File: config.mk
export PLATFORM = sky130hd
export DESIGN_NAME = fluid_dispense_ctrl
export DESIGN_NICKNAME = d
export VERILOG_FILES = /design/src/rtl/fluid_pkg.sv /design/src/rtl/visit_counter_bank.sv /design/src/rtl/fluid_dispense_ctrl.sv
export SDC_FILE = /design/constraint.sdc
export NUM_CORES = 1
export LEC_CHECK = 0
export CAP_MARGIN = 15
export CORE_UTILIZATION = 50
export DETAILED_ROUTE_END_ITERATION = 10
export GPL_TIMING_DRIVEN = 0
export HOLD_SLACK_MARGIN = 0.06
export PLACE_DENSITY = 0.75
export SETUP_SLACK_MARGIN = 0.15
export SYNTH_ARGS = -nofsm -noshare
export SYNTH_HDL_FRONTEND = slang
export SYNTH_SLANG_ARGS = --single-unit
File: constraint.sdc
create_clock -name clk -period 25.4 [get_ports clk]
set_input_delay 5.08 -clock clk [delete_from_list [all_inputs] [get_ports clk]]
set_output_delay 5.08 -clock clk [all_outputs]
set_load 0.01 [all_outputs]
File: src/rtl/fluid_pkg.sv
// Shared constants for the fluid dispenser controller: fluid codes, status codes,
// FSM states, unit-rate table and visit-based discount schedule.
package fluid_pkg;

  localparam logic [1:0] F_WATER = 2'd0;
  localparam logic [1:0] F_JUICE = 2'd1;
  localparam logic [1:0] F_CHEM  = 2'd2;
  localparam logic [1:0] F_INV   = 2'd3;

  typedef enum logic [1:0] {
    ST_OK       = 2'd0,
    ST_NOSTOCK  = 2'd1,
    ST_BADFLUID = 2'd2,
    ST_ZEROVOL  = 2'd3
  } status_e;

  typedef enum logic [1:0] {
    S_IDLE = 2'd0,
    S_CALC = 2'd1,
    S_DISP = 2'd2,
    S_RESP = 2'd3
  } state_e;

  localparam logic [7:0] DISC_T1 = 8'd2;
  localparam logic [7:0] DISC_T2 = 8'd4;
  localparam logic [6:0] DISC_P1 = 7'd10;
  localparam logic [6:0] DISC_P2 = 7'd20;

  function automatic logic [7:0] first_rate(input logic [1:0] f);
    case (f)
      F_WATER: first_rate = 8'd20;
      F_JUICE: first_rate = 8'd50;
      F_CHEM:  first_rate = 8'd40;
      default: first_rate = 8'd0;
    endcase
  endfunction

  function automatic logic [7:0] follow_rate(input logic [1:0] f);
    case (f)
      F_WATER: follow_rate = 8'd10;
      F_JUICE: follow_rate = 8'd30;
      F_CHEM:  follow_rate = 8'd20;
      default: follow_rate = 8'd0;
    endcase
  endfunction

  // Discount keys off the visit count seen before this purchase is recorded.
  function automatic logic [6:0] disc_pct(input logic [7:0] visits);
    if (visits <= DISC_T1)      disc_pct = 7'd0;
    else if (visits <= DISC_T2) disc_pct = DISC_P1;
    else                        disc_pct = DISC_P2;
  endfunction

endpackage

File: src/rtl/visit_counter_bank.sv
// Per-user saturating visit counters with one combinational read port and
// one increment strobe.
module visit_counter_bank
  #(parameter int NUM_USERS = 16,
    parameter int VISIT_W   = 4,
    parameter int USER_W    = $clog2(NUM_USERS))
  (
    input  logic              clk,
    input  logic              reset,
    input  logic [USER_W-1:0] rd_user,
    output logic [VISIT_W-1:0] rd_count,
    input  logic              inc,
    input  logic [USER_W-1:0] inc_user
  );

  logic [NUM_USERS-1:0][VISIT_W-1:0] cnt;

  always_ff @(posedge clk) begin
    if (!reset) begin
      cnt <= '0;
    end else begin
      for (int u = 0; u < NUM_USERS; u++)
        if (inc && inc_user == USER_W'(u) && cnt[u] != '1)
          cnt[u] <= cnt[u] + 1'b1;
    end
  end

  assign rd_count = cnt[rd_user];

endmodule

File: src/rtl/fluid_dispense_ctrl.sv
// Sequential fluid dispenser: request/response handshakes, live per-fluid stock
// with refills, per-litre valve pulses and visit-based discounting.
module fluid_dispense_ctrl
  import fluid_pkg::*;
  #(parameter int NUM_USERS  = 16,
    parameter int USER_W     = $clog2(NUM_USERS),
    parameter int VISIT_W    = 4,
    parameter int VOL_W      = 8,
    parameter int PRICE_W    = 16,
    parameter int STOCK_W    = 16,
    parameter int INIT_WATER = 100,
    parameter int INIT_JUICE = 80,
    parameter int INIT_CHEM  = 60,
    parameter int LOW_THRESH = 10)
  (
    input  logic               clk,
    input  logic               reset,
    input  logic               req_valid,
    output logic               req_ready,
    input  logic [USER_W-1:0]  req_user,
    input  logic [1:0]         req_fluid,
    input  logic [VOL_W-1:0]   req_vol,
    output logic               resp_valid,
    input  logic               resp_ready,
    output logic [1:0]         resp_status,
    output logic [PRICE_W-1:0] resp_orig_price,
    output logic [PRICE_W-1:0] resp_final_price,
    output logic [6:0]         resp_disc,
    output logic [STOCK_W-1:0] resp_remaining,
    output logic [VISIT_W-1:0] resp_visits,
    output logic               valve_open,
    output logic [1:0]         valve_fluid,
    input  logic               refill_valid,
    output logic               refill_ready,
    input  logic [1:0]         refill_fluid,
    input  logic [STOCK_W-1:0] refill_amt,
    output logic [2:0]         stock_low
  );

  localparam int PW = PRICE_W + 7;

  state_e                   state;
  logic                     idle_rdy;
  logic [USER_W-1:0]        user_q;
  logic [1:0]               fluid_q;
  logic [VOL_W-1:0]         vol_q;
  logic [VOL_W-1:0]         cnt_q;
  logic [2:0][STOCK_W-1:0]  stock;

  logic [VISIT_W-1:0]       prior_vis;
  logic                     vis_inc;
  logic [STOCK_W-1:0]       cur_stock;
  logic [STOCK_W-1:0]       ref_cur;
  logic [STOCK_W:0]         ref_sum;
  logic [STOCK_W-1:0]       ref_new;
  status_e                  calc_status;
  logic [PRICE_W-1:0]       orig_price;
  logic [6:0]               disc;
  logic [PW-1:0]            disc_amt;
  logic [PRICE_W-1:0]       final_price;

  // ready is held low for the first cycle out of reset so no handshake
  // completes while the block is still reinitialising
  assign refill_ready = idle_rdy;
  assign req_ready    = idle_rdy & ~refill_valid;

  // the count bumps on the last dispense edge, i.e. on entry to RESP
  assign vis_inc = (state == S_DISP) && (cnt_q == VOL_W'(1));

  visit_counter_bank #(
    .NUM_USERS (NUM_USERS),
    .VISIT_W   (VISIT_W),
    .USER_W    (USER_W)
  ) u_visits (
    .clk      (clk),
    .reset    (reset),
    .rd_user  (user_q),
    .rd_count (prior_vis),
    .inc      (vis_inc),
    .inc_user (user_q)
  );

  always_comb begin
    cur_stock = '0;
    case (fluid_q)
      F_WATER: cur_stock = stock[0];
      F_JUICE: cur_stock = stock[1];
      F_CHEM:  cur_stock = stock[2];
      default: cur_stock = '0;
    endcase
  end

  always_comb begin
    ref_cur = '0;
    case (refill_fluid)
      F_WATER: ref_cur = stock[0];
      F_JUICE: ref_cur = stock[1];
      F_CHEM:  ref_cur = stock[2];
      default: ref_cur = '0;
    endcase
    ref_sum = {1'b0, ref_cur} + {1'b0, refill_amt};
    ref_new = ref_sum[STOCK_W] ? '1 : ref_sum[STOCK_W-1:0];
  end

  always_comb begin
    if (fluid_q == F_INV)                  calc_status = ST_BADFLUID;
    else if (vol_q == '0)                  calc_status = ST_ZEROVOL;
    else if (STOCK_W'(vol_q) > cur_stock)  calc_status = ST_NOSTOCK;
    else                                   calc_status = ST_OK;
  end

  always_comb begin
    orig_price  = PRICE_W'(first_rate(fluid_q))
                + PRICE_W'(follow_rate(fluid_q)) * PRICE_W'(vol_q - 1'b1);
    disc        = disc_pct(8'(prior_vis));
    disc_amt    = (PW'(orig_price) * PW'(disc)) / PW'(100);
    final_price = orig_price - PRICE_W'(disc_amt);
  end

  always_comb begin
    stock_low[0] = stock[0] < STOCK_W'(LOW_THRESH);
    stock_low[1] = stock[1] < STOCK_W'(LOW_THRESH);
    stock_low[2] = stock[2] < STOCK_W'(LOW_THRESH);
  end

  always_ff @(posedge clk) begin
    if (!reset) begin
      state            <= S_IDLE;
      idle_rdy         <= 1'b0;
      user_q           <= '0;
      fluid_q          <= '0;
      vol_q            <= '0;
      cnt_q            <= '0;
      stock[0]         <= STOCK_W'(INIT_WATER);
      stock[1]         <= STOCK_W'(INIT_JUICE);
      stock[2]         <= STOCK_W'(INIT_CHEM);
      resp_valid       <= 1'b0;
      resp_status      <= '0;
      resp_orig_price  <= '0;
      resp_final_price <= '0;
      resp_disc        <= '0;
      resp_remaining   <= '0;
      resp_visits      <= '0;
      valve_open       <= 1'b0;
      valve_fluid      <= '0;
    end else begin
      case (state)
        S_IDLE: begin
          idle_rdy <= 1'b1;
          if (idle_rdy && refill_valid) begin
            for (int i = 0; i < 3; i++)
              if (refill_fluid == 2'(i)) stock[i] <= ref_new;
          end else if (idle_rdy && req_valid) begin
            user_q   <= req_user;
            fluid_q  <= req_fluid;
            vol_q    <= req_vol;
            idle_rdy <= 1'b0;
            state    <= S_CALC;
          end
        end
        S_CALC: begin
          resp_status <= calc_status;
          if (calc_status != ST_OK) begin
            resp_orig_price  <= '0;
            resp_final_price <= '0;
            resp_disc        <= '0;
            resp_remaining   <= cur_stock;
            resp_visits      <= prior_vis;
            resp_valid       <= 1'b1;
            state            <= S_RESP;
          end else begin
            resp_orig_price  <= orig_price;
            resp_final_price <= final_price;
            resp_disc        <= disc;
            resp_remaining   <= cur_stock - STOCK_W'(vol_q);
            resp_visits      <= (prior_vis == '1) ? prior_vis : prior_vis + 1'b1;
            cnt_q            <= vol_q;
            valve_open       <= 1'b1;
            valve_fluid      <= fluid_q;
            state            <= S_DISP;
          end
        end
        S_DISP: begin
          for (int i = 0; i < 3; i++)
            if (fluid_q == 2'(i)) stock[i] <= stock[i] - 1'b1;
          if (cnt_q == VOL_W'(1)) begin
            valve_open <= 1'b0;
            resp_valid <= 1'b1;
            state      <= S_RESP;
          end else begin
            cnt_q <= cnt_q - 1'b1;
          end
        end
        S_RESP: begin
          if (resp_ready) begin
            resp_valid <= 1'b0;
            idle_rdy   <= 1'b1;
            state      <= S_IDLE;
          end
        end
        default: state <= S_IDLE;
      endcase
    end
  end

endmodule

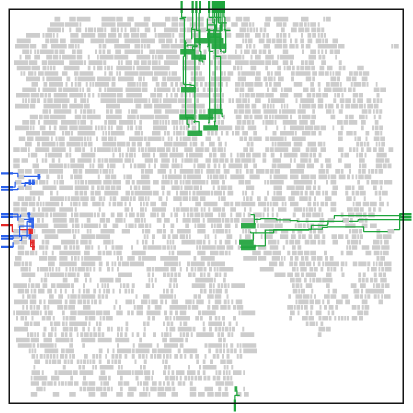
**Above:** wires at chosen ports, followed through buffers.
Drawn at 2 px/µm.
- blue: `req_vol` (bits 8; direction input; end cells 8; wire 96.1 µm)
- green: `resp_orig_price` (bits 16; direction output; end cells 16; wire 808 µm)
- red: `req_valid` (bits 1; direction input; end cells 3; wire 22.0 µm)
Port Buffers: 100
io pins: 107

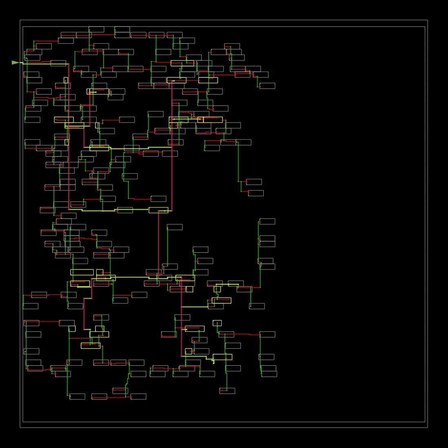
**Above:** the clock network.
clk_lat worst skew: 0.45 ns
skew final: 0.0104 ns

==> flow_metrics.py <==
# Metrics from the implementation run
metrics = {
    "finish": {
        "n_antenna_cell": 0,
    },
    "logic_synthesis": {
        "synthAoiAreaFrac_pct": 27.1,
        "yosysMostFrequentCell": "nor2_1",
        "flop_cell": "dfxtp_1",
        "async_reset_ff_share_pct": 0,
        "edf_count": 0,
        "ys_sh_xor_pct": 7.65,
    },
    "critical_path": {
        "r2r_slack_ns": 3.02,
        "worstSetupEndpoint": "resp_final_price[14]$_SDFFE_PN0N_",
        "crit_top_cell": "a21o_1",
        "start_kind": "flop",
        "cp_num_buf_inv": 7,
    },
    "die": {
        "rows": 70,
        "chipWidth_um": 196,
        "fp_util_pct": 51.2,
    },
    "clock_tree": {
        "cts_max_path_buffers": 2,
        "cts_hold_buf": 0,
        "post_cts_buffers": 0,
        "clock-sinks": 196,
    },
    "grt": {
        "grtUsageTotal_pct": 30.4,
        "grt_pass1_vias": 18200,
        "grt_pass1_wl_mm": 94.6,
    },
    "drt": {
        "drc": 0,
        "ant_nets": 0,
    },
    "run_status": {
        "status": "completed",
    },
    "timing": {
        "tightest_slew_ns": 1.09,
    },
    "pwr": {
        "pwr_density_cell_mw_per_mm2": 150,
    },
    "run": {
        "warning_count": 39,
        "cap_violations": 0,
    },
}
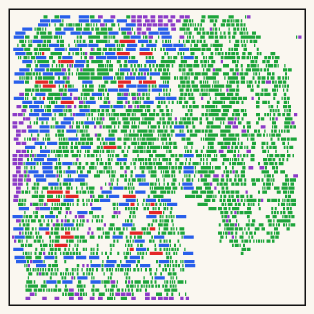
**Above:** placed cells, one color a class.
Drawn at 1.5 px/µm.
- red: clock drivers and dummy loads (cells 32; share of their area 2.9%)
- purple: remaining buffers and delay cells (cells 219; share of their area 7.4%)
- green: remaining logic cells (cells 2135; share of their area 71%)
- blue: registers (cells 196; share of their area 19%)
core box area: 0.0369 mm²
Layout Utilization: 57.2%
Design Area, Final: 0.0211 mm²

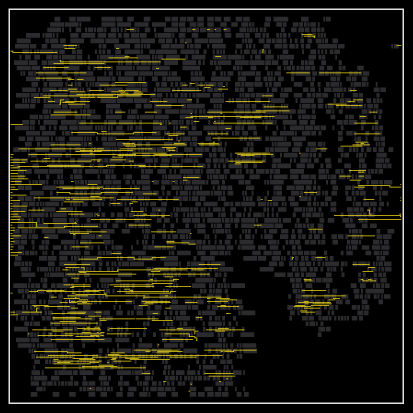
**Above:** M3 wires.
Drawn at 2 px/µm. Cells faint in the background.
- share of all routed wire: 7.1%
- nets with wire on the layer: 319
- main direction: horizontal
routed vias: 19200
Post-Route WL: 59.0 mm
met3 GRT Util: 3.18%

==> through the flow <==
step                hold slack [ns]  power (µW)  instances  instance area (µm²)  setup WS (ns)
finish                        0.463        3180       3086                21100           3.02
global route                  0.486        3420       3086                21100           1.59
CTS                           0.471        3130       3086                21100           3.28
detailed placement            0.460        2840       3054                20500           3.35
global placement              0.447        2780       3054                20500           3.93
floorplan                     0.436        2230       2450                18900           6.80
==> cell usage in the layout, fill, tap and decap left out, drive strengths merged, types with 28 or more instances in the layout <==
cell type	count
a21oi	225
a211oi	34
a31oi	32
dfxtp	196
nand2	233
a21o	45
nand2b	31
buf	34
clkbuf	103
xor2	73
nor2	261
mux2i	43
o21ai	179
fa	37
inv	151
nand3	73
clkdlybuf4s50	100
ha	146
nor3	59
xnor2	91
nand4	28
==> metal layers <==
layer  routed length [µm]  track usage, %  vias to the layer above
met2                27500            51.1                      779
met4                 1900            10.8                        0
met3                 4170            3.18                      123
li1                     -               -                     9113
met5                    0               0                        -
met1                25400            40.2                     9204
==> power by group <==
part           total (µW)  internal, µW  leakage (µW)  switching (µW)
Clock                 278           148      0.000292             130
Sequential            411           355       0.00159            55.2
Combinational        2490           996       0.00670            1490
==> final cells by class <==
type / count / area [µm²]
multi-input cells: 1991 / 13900
well taps: 504 / 631
clock buffers: 18 / 429
inverters: 144 / 541
fillers: 3372 / 15800
clock inverters: 14 / 160
flip-flops and latches: 196 / 3920
repair buffers: 100 / 1000
plain buffers: 119 / 522
==> registers in the layout, summed over array words and instances, names as in the netlist, 2 cells and up <==
name / flops
u_visits.cnt: 64
stock: 48
resp_final_price: 16
resp_remaining: 16
resp_orig_price: 15
cnt_q: 8
vol_q: 8
resp_visits: 4
user_q: 4
fluid_q: 2
resp_disc: 2
resp_status: 2
state: 2
valve_fluid: 2
Power figures rest on the tool's default switching activity, not on a simulated workload.
